## src/rtl/road_density_sensor.sv

```systemverilog
// Four-road vehicle occupancy counter with saturating counts, sticky error flags and
// registered density codes. Define SENSOR_FILTER_EN to compile in the per-road code filter.
module road_density_sensor #(
    parameter int unsigned CNT_W       = 6,
    parameter int unsigned LESS_TH     = 1,
    parameter int unsigned MORE_TH     = 8,
    parameter int unsigned FULL_TH     = 16,
    parameter int unsigned HOLD_CYCLES = 4
) (
    input  logic       clock,
    input  logic       clear,
    input  logic       A1,
    input  logic       A2,
    input  logic       A3,
    input  logic       A4,
    input  logic       D1,
    input  logic       D2,
    input  logic       D3,
    input  logic       D4,
    output logic [2:0] S1,
    output logic [2:0] S2,
    output logic [2:0] S3,
    output logic [2:0] S4,
    output logic [3:0] ERR
);

    localparam logic [CNT_W-1:0] CntMax  = {CNT_W{1'b1}};
    localparam logic [CNT_W-1:0] LessTh  = CNT_W'(LESS_TH);
    localparam logic [CNT_W-1:0] MoreTh  = CNT_W'(MORE_TH);
    localparam logic [CNT_W-1:0] FullTh  = CNT_W'(FULL_TH);

    localparam logic [2:0] CodeEmpty = 3'b000;
    localparam logic [2:0] CodeLess  = 3'b001;
    localparam logic [2:0] CodeMore  = 3'b011;
    localparam logic [2:0] CodeFull  = 3'b111;

    // Parameter sanity, caught at elaboration rather than as silent misbehaviour.
    if (HOLD_CYCLES < 2 || HOLD_CYCLES > 15) begin : g_bad_hold
        $error("HOLD_CYCLES must lie in 2..15");
    end
    if (LESS_TH > MORE_TH || MORE_TH > FULL_TH || FULL_TH > (1 << CNT_W) - 1) begin : g_bad_th
        $error("thresholds must satisfy LESS_TH <= MORE_TH <= FULL_TH <= 2**CNT_W-1");
    end

    logic [3:0] arr;
    logic [3:0] dep;
    logic [2:0] s_road [4];

    assign arr = {A4, A3, A2, A1};
    assign dep = {D4, D3, D2, D1};

    assign S1 = s_road[0];
    assign S2 = s_road[1];
    assign S3 = s_road[2];
    assign S4 = s_road[3];

    for (genvar r = 0; r < 4; r++) begin : g_road
        logic [CNT_W-1:0] cnt_q;
        logic [CNT_W-1:0] cnt_d;
        logic             err_q;
        logic             err_d;
        logic             inc;
        logic             dec;
        logic [2:0]       cand;
        logic [2:0]       s_q;
        logic [2:0]       s_d;

        // Simultaneous arrival and departure cancel out.
        assign inc = arr[r] & ~dep[r];
        assign dec = dep[r] & ~arr[r];

        always_comb begin
            cnt_d = cnt_q;
            err_d = err_q;
            if (inc) begin
                if (cnt_q == CntMax) begin
                    err_d = 1'b1;
                end else begin
                    cnt_d = cnt_q + 1'b1;
                end
            end else if (dec) begin
                if (cnt_q == '0) begin
                    err_d = 1'b1;
                end else begin
                    cnt_d = cnt_q - 1'b1;
                end
            end
        end

        // Candidate code comes from the registered count, hence one edge behind it.
        always_comb begin
            if (cnt_q < LessTh) begin
                cand = CodeEmpty;
            end else if (cnt_q < MoreTh) begin
                cand = CodeLess;
            end else if (cnt_q < FullTh) begin
                cand = CodeMore;
            end else begin
                cand = CodeFull;
            end
        end

`ifdef SENSOR_FILTER_EN
        localparam logic [3:0] HoldLast = 4'(HOLD_CYCLES - 1);

        logic [2:0] pend_q;
        logic [2:0] pend_d;
        logic [3:0] stab_q;
        logic [3:0] stab_d;

        // A new code must stay put for HOLD_CYCLES edges before it reaches the output.
        always_comb begin
            s_d    = s_q;
            pend_d = pend_q;
            stab_d = stab_q;
            if (cand == s_q) begin
                stab_d = '0;
            end else if (cand != pend_q) begin
                pend_d = cand;
                stab_d = 4'd1;
            end else if (stab_q == HoldLast) begin
                s_d    = cand;
                stab_d = '0;
            end else begin
                stab_d = stab_q + 4'd1;
            end
        end

        always_ff @(posedge clock) begin
            if (clear) begin
                pend_q <= CodeEmpty;
                stab_q <= '0;
            end else begin
                pend_q <= pend_d;
                stab_q <= stab_d;
            end
        end
`else
        always_comb begin
            s_d = cand;
        end
`endif

        always_ff @(posedge clock) begin
            if (clear) begin
                cnt_q <= '0;
                err_q <= 1'b0;
                s_q   <= CodeEmpty;
            end else begin
                cnt_q <= cnt_d;
                err_q <= err_d;
                s_q   <= s_d;
            end
        end

        assign s_road[r] = s_q;
        assign ERR[r]    = err_q;
    end

endmodule

```

## config.mk

```make
export PLATFORM = sky130hd
export DESIGN_NAME = road_density_sensor
export DESIGN_NICKNAME = d
export VERILOG_FILES = /design/src/rtl/road_density_sensor.sv
export SDC_FILE = /design/constraint.sdc
export NUM_CORES = 1
export LEC_CHECK = 0
export CAP_MARGIN = 20
export CORE_MARGIN = 4
export CORE_UTILIZATION = 45
export CTS_BUF_LIST = sky130_fd_sc_hd__clkbuf_8
export DETAILED_ROUTE_END_ITERATION = 10
export GPL_TIMING_DRIVEN = 0
export PLACE_DENSITY = 0.74
export SETUP_SLACK_MARGIN = 0.2
export SLEW_MARGIN = 15
export SYNTH_ARGS = -nofsm -noshare
export SYNTH_HDL_FRONTEND = slang
export SYNTH_SLANG_ARGS = --single-unit
export TNS_END_PERCENT = 10
```

## constraint.sdc

```tcl
create_clock -name clock -period 7 [get_ports clock]
set_input_delay 2.1 -clock clock [delete_from_list [all_inputs] [get_ports clock]]
set_output_delay 2.1 -clock clock [all_outputs]
set_load 0.005 [all_outputs]
```

==> images/m1.png <==
Scale bar: 20 um. Supply wires on this layer in grey.
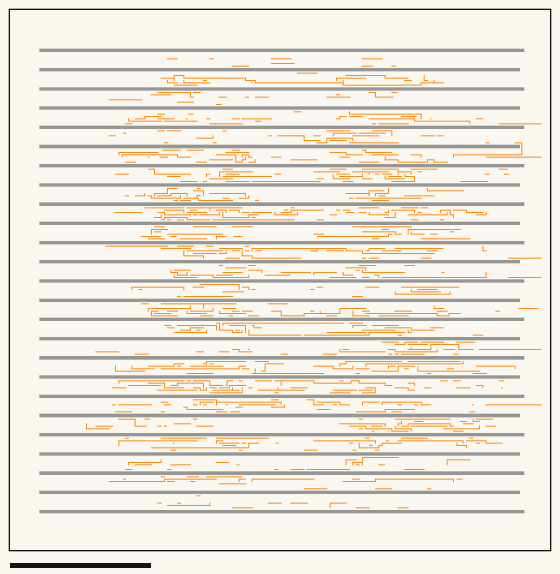
main direction	horizontal
share of all routed wire	45%
longest straight run	17.0 um
nets with wire on the layer	275
wire length on this layer	1810 um

==> images/m2.png <==
Scale bar: 20 um.
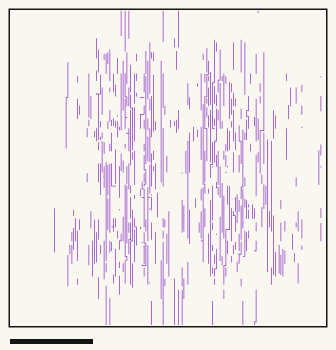
wire length on this layer	2080 um
nets with wire on the layer	259

==> images/m3.png <==
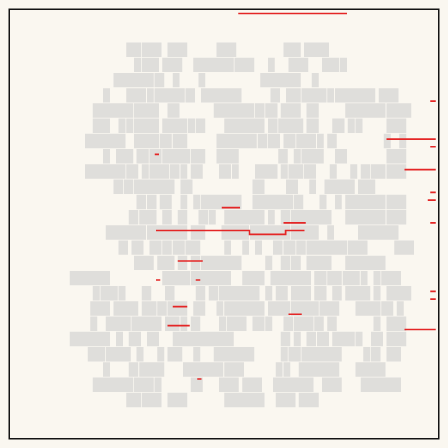
wire length on this layer	90.6 um
longest straight run	19.1 um

==> images/clock_wires.png <==
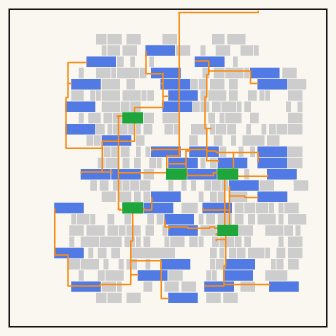
[clock-net drivers] green | count: 5
[flip-flops] blue | count: 40
[clock wires] orange | length: 496 um
routed clock nets	6
Clk pwr share: 15.2%
P_clk: 0.183 mW

==> results_dict.tcl <==
# collected from the flow reports
set metrics [dict create \
    place.detailed.instances 318 \
    drt-initial-drc-count 110 \
    dp_hpwl_mm 3.03 \
    sh_seq_area_pct 31.6 \
    logic_area_um2 1180 \
    placed_cell_area_um2 2420 \
    nClkBuffers 5 \
    final.min_clock_period_ps 4000 \
    cp_slowest_stage_delay_ps 470 \
    largest_reg_flops 24 \
    synthDistinctLibCells 36 \
    layout-drive-gt1-share_pct 8.39 \
    postCtsSetupRepairBufs 0 \
    buffers 37 \
    switching_share_pct 37.4 \
    crit_slowest_cell "or4_4" \
    r2r-end "g_road[2].cnt_q[4]" \
    ff_latch_area_um2 801 \
    core_um2 4440 \
    cap_violations 0 \
    cp-endpoint "g_road[1].cnt_q[4]" \
    worstPathCellList "clkdlybuf4s50_1, inv_1, ha_1, clkbuf_1, or4_4, o221ai_2, a21oi_1, mux2_2" \
    r2r-start "g_road[2].cnt_q[0]" \
    cts_buffer_depth 2 \
    yosysChipArea_um2 2110 \
    p_seq_mw 0.431 \
    fin_crit_sh_pct 57.1 \
    grt-ovfl-total 0 \
    synth_top_area_share_pct 38.0 \
    slew_headroom_pct 64.6 \
    layout_top_cell "dfxtp_1" \
    seq_power_share_pct 35.7 \
    whs_path_depth 2 \
    postCtsResizedCells 0 \
    grt_pass1_wl_mm 6.95 \
    io_buffers 25 \
    drv_slew 0 \
    dieArea_um2 5840 \
    ys_sh_mux_pct 5.93 \
    cp_max_fo 9 \
    critical_path.startpoint "D2" \
    yosys-stat-cells 241 \
    warnings 34 \
    diodes 0 \
    drc 0 \
    worstSetupEndpointType "flop" \
    cts_sinks 40 \
    nNonClkInverters 18 \
    status "finished clean" \
    top_logic_kind "simple AND/OR/NAND/NOR gates" \
    critPathBufInv 3 \
    fin_skew_ps 5.93 \
    crit_type "in -> reg" \
    htree_levels 2 \
    p_int_mw 0.754 \
    use_met3_pct 2.72 \
    fin_area_um2 2530 \
    p_per_area_nw_per_um2 476 \
    netSwitchingPower_mw 0.450 \
    antenna_left 0 \
    synth.avg_cell_area_um2 8.75 \
    area_leaders "dfxtp_1, ha_1, nor2_1" \
    flops 40 \
    buf_share_pct 12.3 \
    tightestPinTransition_ps 531 \
    nNetsFinal 299 \
    p_leak_nw 1.01 \
    top_regs "g_road.cnt_q (24), g_road.err_q (4)" \
    initial_core_util_pct 47.4 \
    wl_met2_mm 2.08 \
    hp-start "g_road[0].err_q" \
    edf_count 0 \
    post-synth-top-area-cell "dfxtp_1" \
    largest_cell_class "logic gates" \
    worst-path-stages 8 \
    gp_congestion 0.831 \
    viasPerCell 5.56 \
    final_cell_mix "dfxtp_1, nor2_1, clkdlybuf4s50_1, a21oi_1, inv_1" \
    antenna_found_initial 0 \
    via_count 1814 \
    fmax_mhz 250 \
    powerComb_mw 0.591 \
    syn-cell-area_um2 2110 \
    comb_share_pct 46.6 \
    ys_seq_share_pct 38.0 \
    cts_made_buffers 5 \
    synthXorXnorAreaFrac_pct 3.32 \
    setup_slack_ps 3000 \
    first_pass_iters 4 \
    comb_power_share_pct 49.1 \
    grt_usage_pct 14.2 \
    synthArstFlopShare_pct 0 \
    reg2reg_slack_ps 5070 \
    syn_inst 241 \
    num-multi-input-gates 171 \
    area_growth_pct 20.1 \
    nFillCells 432 \
    instances_no_fill 326 \
    final_util_pct 57.0 \
    yosys_most_used_dff "dfxtp_1" \
    hold_viol_final 0 \
    ir_drop_mv 0.195 \
    path_clk_slew_ps 80 \
    die_h_um 76.4 \
    min_to "g_road[0].err_q" \
    top_cell "dfxtp_1" \
    critPathArrivalTime_ps 4180 \
    start_kind "primary input" \
    io_pins 26 \
    rsz0062_at_grt "false" \
    crit_family "buffers and inverters" \
    syn_nets 267 \
    final-clk-cell-share_pct 4.25 \
    adder_share_pct 9.50 \
    ctsRootBufferMaster "clkbuf_8" \
    grt_max_degree 13 \
    holdWs_ps 472 \
    hp-class "reg -> reg" \
    routed_wl_mm 4.07 \
    cts_tree "yes" \
    crit_required_ps 7190 \
    route.met3.wl_um 90 \
    met1_length_mm 1.81 \
    topRoutingLayerUsed "met4" \
    setup_viol 0 \
]
Power figures rest on the tool's default switching activity, not on a simulated workload.
